$ cat src/rtl/seq_divider.sv
// seq_divider: multi-cycle signed restoring divider, one quotient bit per clock.
// Ports: clk, rst_n (async active-low); start/a/b launch a divide in IDLE;
// busy high while working; done pulses one cycle with quotient/remainder/div_by_zero valid.
module seq_divider #(
  parameter int WIDTH = 32
) (
  input  logic             clk,
  input  logic             rst_n,
  input  logic             start,
  input  logic [WIDTH-1:0] a,
  input  logic [WIDTH-1:0] b,
  output logic             busy,
  output logic             done,
  output logic [WIDTH-1:0] quotient,
  output logic [WIDTH-1:0] remainder,
  output logic             div_by_zero
);
  localparam int CW = $clog2(WIDTH);
  typedef enum logic [1:0] {IDLE, CALC, FIX, DONE} state_t;
  state_t state, next;
  logic [WIDTH-1:0] mb, dq, rem, res_q, res_r;
  logic [WIDTH:0] trial;
  logic [CW-1:0] cnt;
  logic sign_q, sign_r, dz;
  // Partial remainder stays below |b| <= 2^(WIDTH-1), so its shifted value fits WIDTH bits;
  // trial[WIDTH] is the borrow that decides restore vs keep.
  assign trial = {rem, dq[WIDTH-1]} - {1'b0, mb};
  assign busy = state != IDLE;
  always_ff @(posedge clk or negedge rst_n)
    if (!rst_n) state <= IDLE;
    else state <= next;
  always_comb begin
    next = state;
    case (state)
      IDLE: next = start ? (b == '0 ? DONE : CALC) : IDLE;
      CALC: next = cnt == '0 ? FIX : CALC;
      FIX:  next = DONE;
      DONE: next = IDLE;
    endcase
  end
  // dq starts as |a| and shifts out dividend bits while shifting in quotient bits.
  // Divide-by-zero results are preloaded at accept; FIX overwrites them otherwise.
  always_ff @(posedge clk or negedge rst_n)
    if (!rst_n) begin
      done <= 1'b0;
      quotient <= '0;
      remainder <= '0;
      div_by_zero <= 1'b0;
      mb <= '0;
      dq <= '0;
      rem <= '0;
      res_q <= '0;
      res_r <= '0;
      cnt <= '0;
      sign_q <= 1'b0;
      sign_r <= 1'b0;
      dz <= 1'b0;
    end else
      case (state)
        IDLE: begin
          done <= 1'b0;
          if (start) begin
            sign_q <= a[WIDTH-1] ^ b[WIDTH-1];
            sign_r <= a[WIDTH-1];
            mb <= b[WIDTH-1] ? -b : b;
            dq <= a[WIDTH-1] ? -a : a;
            rem <= '0;
            cnt <= CW'(WIDTH - 1);
            dz <= b == '0;
            res_q <= '1;
            res_r <= a;
            div_by_zero <= 1'b0;
          end
        end
        CALC: begin
          rem <= trial[WIDTH] ? {rem[WIDTH-2:0], dq[WIDTH-1]} : trial[WIDTH-1:0];
          dq <= {dq[WIDTH-2:0], ~trial[WIDTH]};
          cnt <= cnt - 1'b1;
        end
        FIX: begin
          res_q <= sign_q ? -dq : dq;
          res_r <= sign_r ? -rem : rem;
        end
        DONE: begin
          done <= 1'b1;
          quotient <= res_q;
          remainder <= res_r;
          div_by_zero <= dz;
        end
      endcase
endmodule

$ cat config.mk
export PLATFORM = sky130hd
export DESIGN_NAME = seq_divider
export DESIGN_NICKNAME = d
export VERILOG_FILES = /design/src/rtl/seq_divider.sv
export SDC_FILE = /design/constraint.sdc
export NUM_CORES = 1
export LEC_CHECK = 0
export CELL_PAD_IN_SITES_DETAIL_PLACEMENT = 2
export CELL_PAD_IN_SITES_GLOBAL_PLACEMENT = 2
export CORE_AREA = 2 2 241 243
export CTS_CLUSTER_DIAMETER = 200
export CTS_CLUSTER_SIZE = 40
export DETAILED_ROUTE_END_ITERATION = 16
export DIE_AREA = 0 0 243 245
export MAX_ROUTING_LAYER = met4
export PLACE_DENSITY = 0.61
export SYNTH_ARGS = -nofsm -noshare
export SYNTH_HDL_FRONTEND = slang
export SYNTH_SLANG_ARGS = --single-unit
$ cat constraint.sdc
create_clock -name clk -period 3.5 [get_ports clk]
set_input_delay 0.7 -clock clk [delete_from_list [all_inputs] [get_ports clk]]
set_output_delay 0.7 -clock clk [all_outputs]
set_load 0.02 [all_outputs]
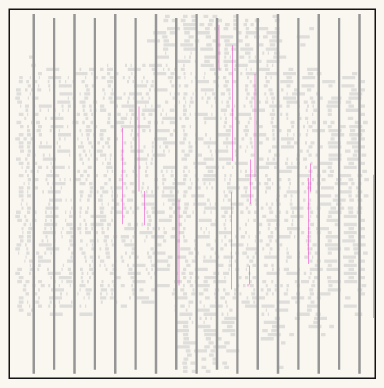
(images/met4.png)
Scale: 1.5 px per um. Supply wires on this layer in grey. Cells faint in the background.
main direction = vertical
wire length on this layer = 653 um
longest straight run = 95.2 um
routed vias: 11,900
sum of routed wire length over all layers: 47,200 um

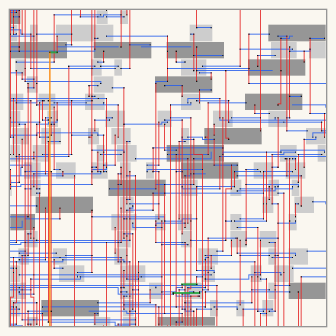
(images/zoom.png)
Region (157, 159) to (207, 209) um. Cells in grey, sequential cells in the stronger grey; small squares are vias.
red -> met2
green -> met3
orange -> met4
blue -> met1
most frequent = dfrtp_1 (15), o22ai_1 (11), nand2_1 (10)
netlist names of flops here include = `dq` (6), `res_q` (5), `quotient` (2)
cells with their middle in the window = 101
sequential cells in the window = 15

==> summary.log <==
qor: worst_setup_path.endpoint dq[30]$_DFFE_PN0P_
qor: synthesis.synth.yosys.warnings 0
qor: synthesis.largest_non_sequential_cell_family_by_area AND-OR/OR-AND gates
qor: synthesis.synthesis.instances 1,512
qor: finish.final_layout_size_suffix_gt1_share 13.1%
qor: finish.total_number_of_nets_in_the_final_design 1,770
qor: sta.tightest_slew 1.04 ns
qor: sta.setup_skew_after_layout 0.0181 ns
qor: sta.setup_violations 0
qor: pwr.internal_power 7.03 mW
qor: synthesis.ys_top_cells_by_area dfrtp_1 (42%), mux2_2 (6.2%), o21ai_0 (5.0%)
qor: synthesis.adder_cell_share_of_the_synthesized_area 3.78%
qor: die.die_h 245 um
qor: finish.postLayoutCellArea 17,100 um^2
qor: pwr.seq_power 4.30 mW
qor: synthesis.synth.cellmix.compoundShare 19.6%
qor: route.number_of_vias_per_cell_after_detailed_routing 4.91
qor: worst_setup_path.crit_path_max_fanout 4
qor: sta.max_freq 303 MHz
qor: clocking.hold_buffer_count_at_cts 0
qor: worst_setup_path.timing.critical_path.slowest_stage_cell or4_1
qor: pwr.clock_power 1.43 mW
qor: pwr.netSwitchingFraction 46.1%
qor: route.drcViolationCount 0
qor: sta.setup_slack 0.196 ns
qor: sta.finalWorstPathRequiredPeriod 3.30 ns
qor: synthesis.number_of_nets_produced_by_synthesis 1,621
qor: die.floorplan.initialDensity 24.7%
qor: sta.timing.final.crit_share 94.4%
qor: synthesis.xor_share 9.20%
qor: run_status.run_status completed
qor: worst_setup_path.critical-path-top-delay-family simple AND/OR/NAND/NOR gates
qor: synthesis.synth.yosys.num_cells 1,512
qor: global_route.overflow_left_after_global_routing 0
qor: worst_setup_path.crit-reg2reg-launch dq[12]$_DFFE_PN0P_
qor: pwr.p_sw 6.00 mW
qor: synthesis.synth.largest_area_cell dfrtp_1
qor: run.cap_violations 0
qor: global_route.gr-usage-all-layers 16.1%
==> what timing repair did <==
item / in CTS / in global routing
gates resized: 0 / 3
endpoints found under the setup margin: 0 / 25
buffers inserted: 0 / 0
==> synth_stat cells, types with 9 or more instances <==
master	count
a21o_1	22
a21oi_1	86
a32oi_1	13
buf_1	9
clkbuf_1	79
dfrtp_1	236
ha_1	41
inv_1	56
mux2_2	78
mux2i_1	19
nand2_1	157
nand2b_1	12
nand3_1	71
nand4_1	9
nor2_1	56
nor3_1	18
o21ai_0	141
o22a_1	30
o22ai_1	40
o31ai_1	41
o41ai_1	9
or3_1	22
or4_1	10
xnor2_1	79
xor2_1	69
==> layout make-up <==
class,instances,area (um^2),share of cell area (%)
inverters,57,214,1.25
repair buffers,234,2170,12.7
flip-flops and latches,236,5910,34.5
clock inverters,1,30.0,0.175
clock buffers,9,225,1.31
well taps,765,957,5.59
diodes,1,2.50,0.0146
multi-input cells,1123,7630,44.5
==> worst min path at each step <==
stage	startpoint	end	slack (ns)	cells past startpoint
2_1_floorplan	rst_n	cnt[0]$_DFFE_PN0P_	0.40	0
3_3_place_gp	mb[27]$_DFFE_PN0P_	mb[27]$_DFFE_PN0P_	0.46	2
3_5_place_dp	mb[3]$_DFFE_PN0P_	mb[3]$_DFFE_PN0P_	0.47	2
4_1_cts	rst_n	dq[25]$_DFFE_PN0P_	0.22	1
5_1_grt	rst_n	dq[25]$_DFFE_PN0P_	0.22	1
6_report	rst_n	dq[25]$_DFFE_PN0P_	0.18	1
==> metal layers <==
| metal | track usage [%] | up-vias | part of all wire (%) |
|---|---|---|---|
| met5 | - | - | 0 |
| met4 | 2.54 | 0 | 1.4 |
| met3 | 1.42 | 29 | 2.3 |
| met2 | 28.0 | 118 | 50 |
| met1 | 20.7 | 6040 | 46 |
| li1 | - | 5724 | - |
Power and IR drop assume default switching activity.
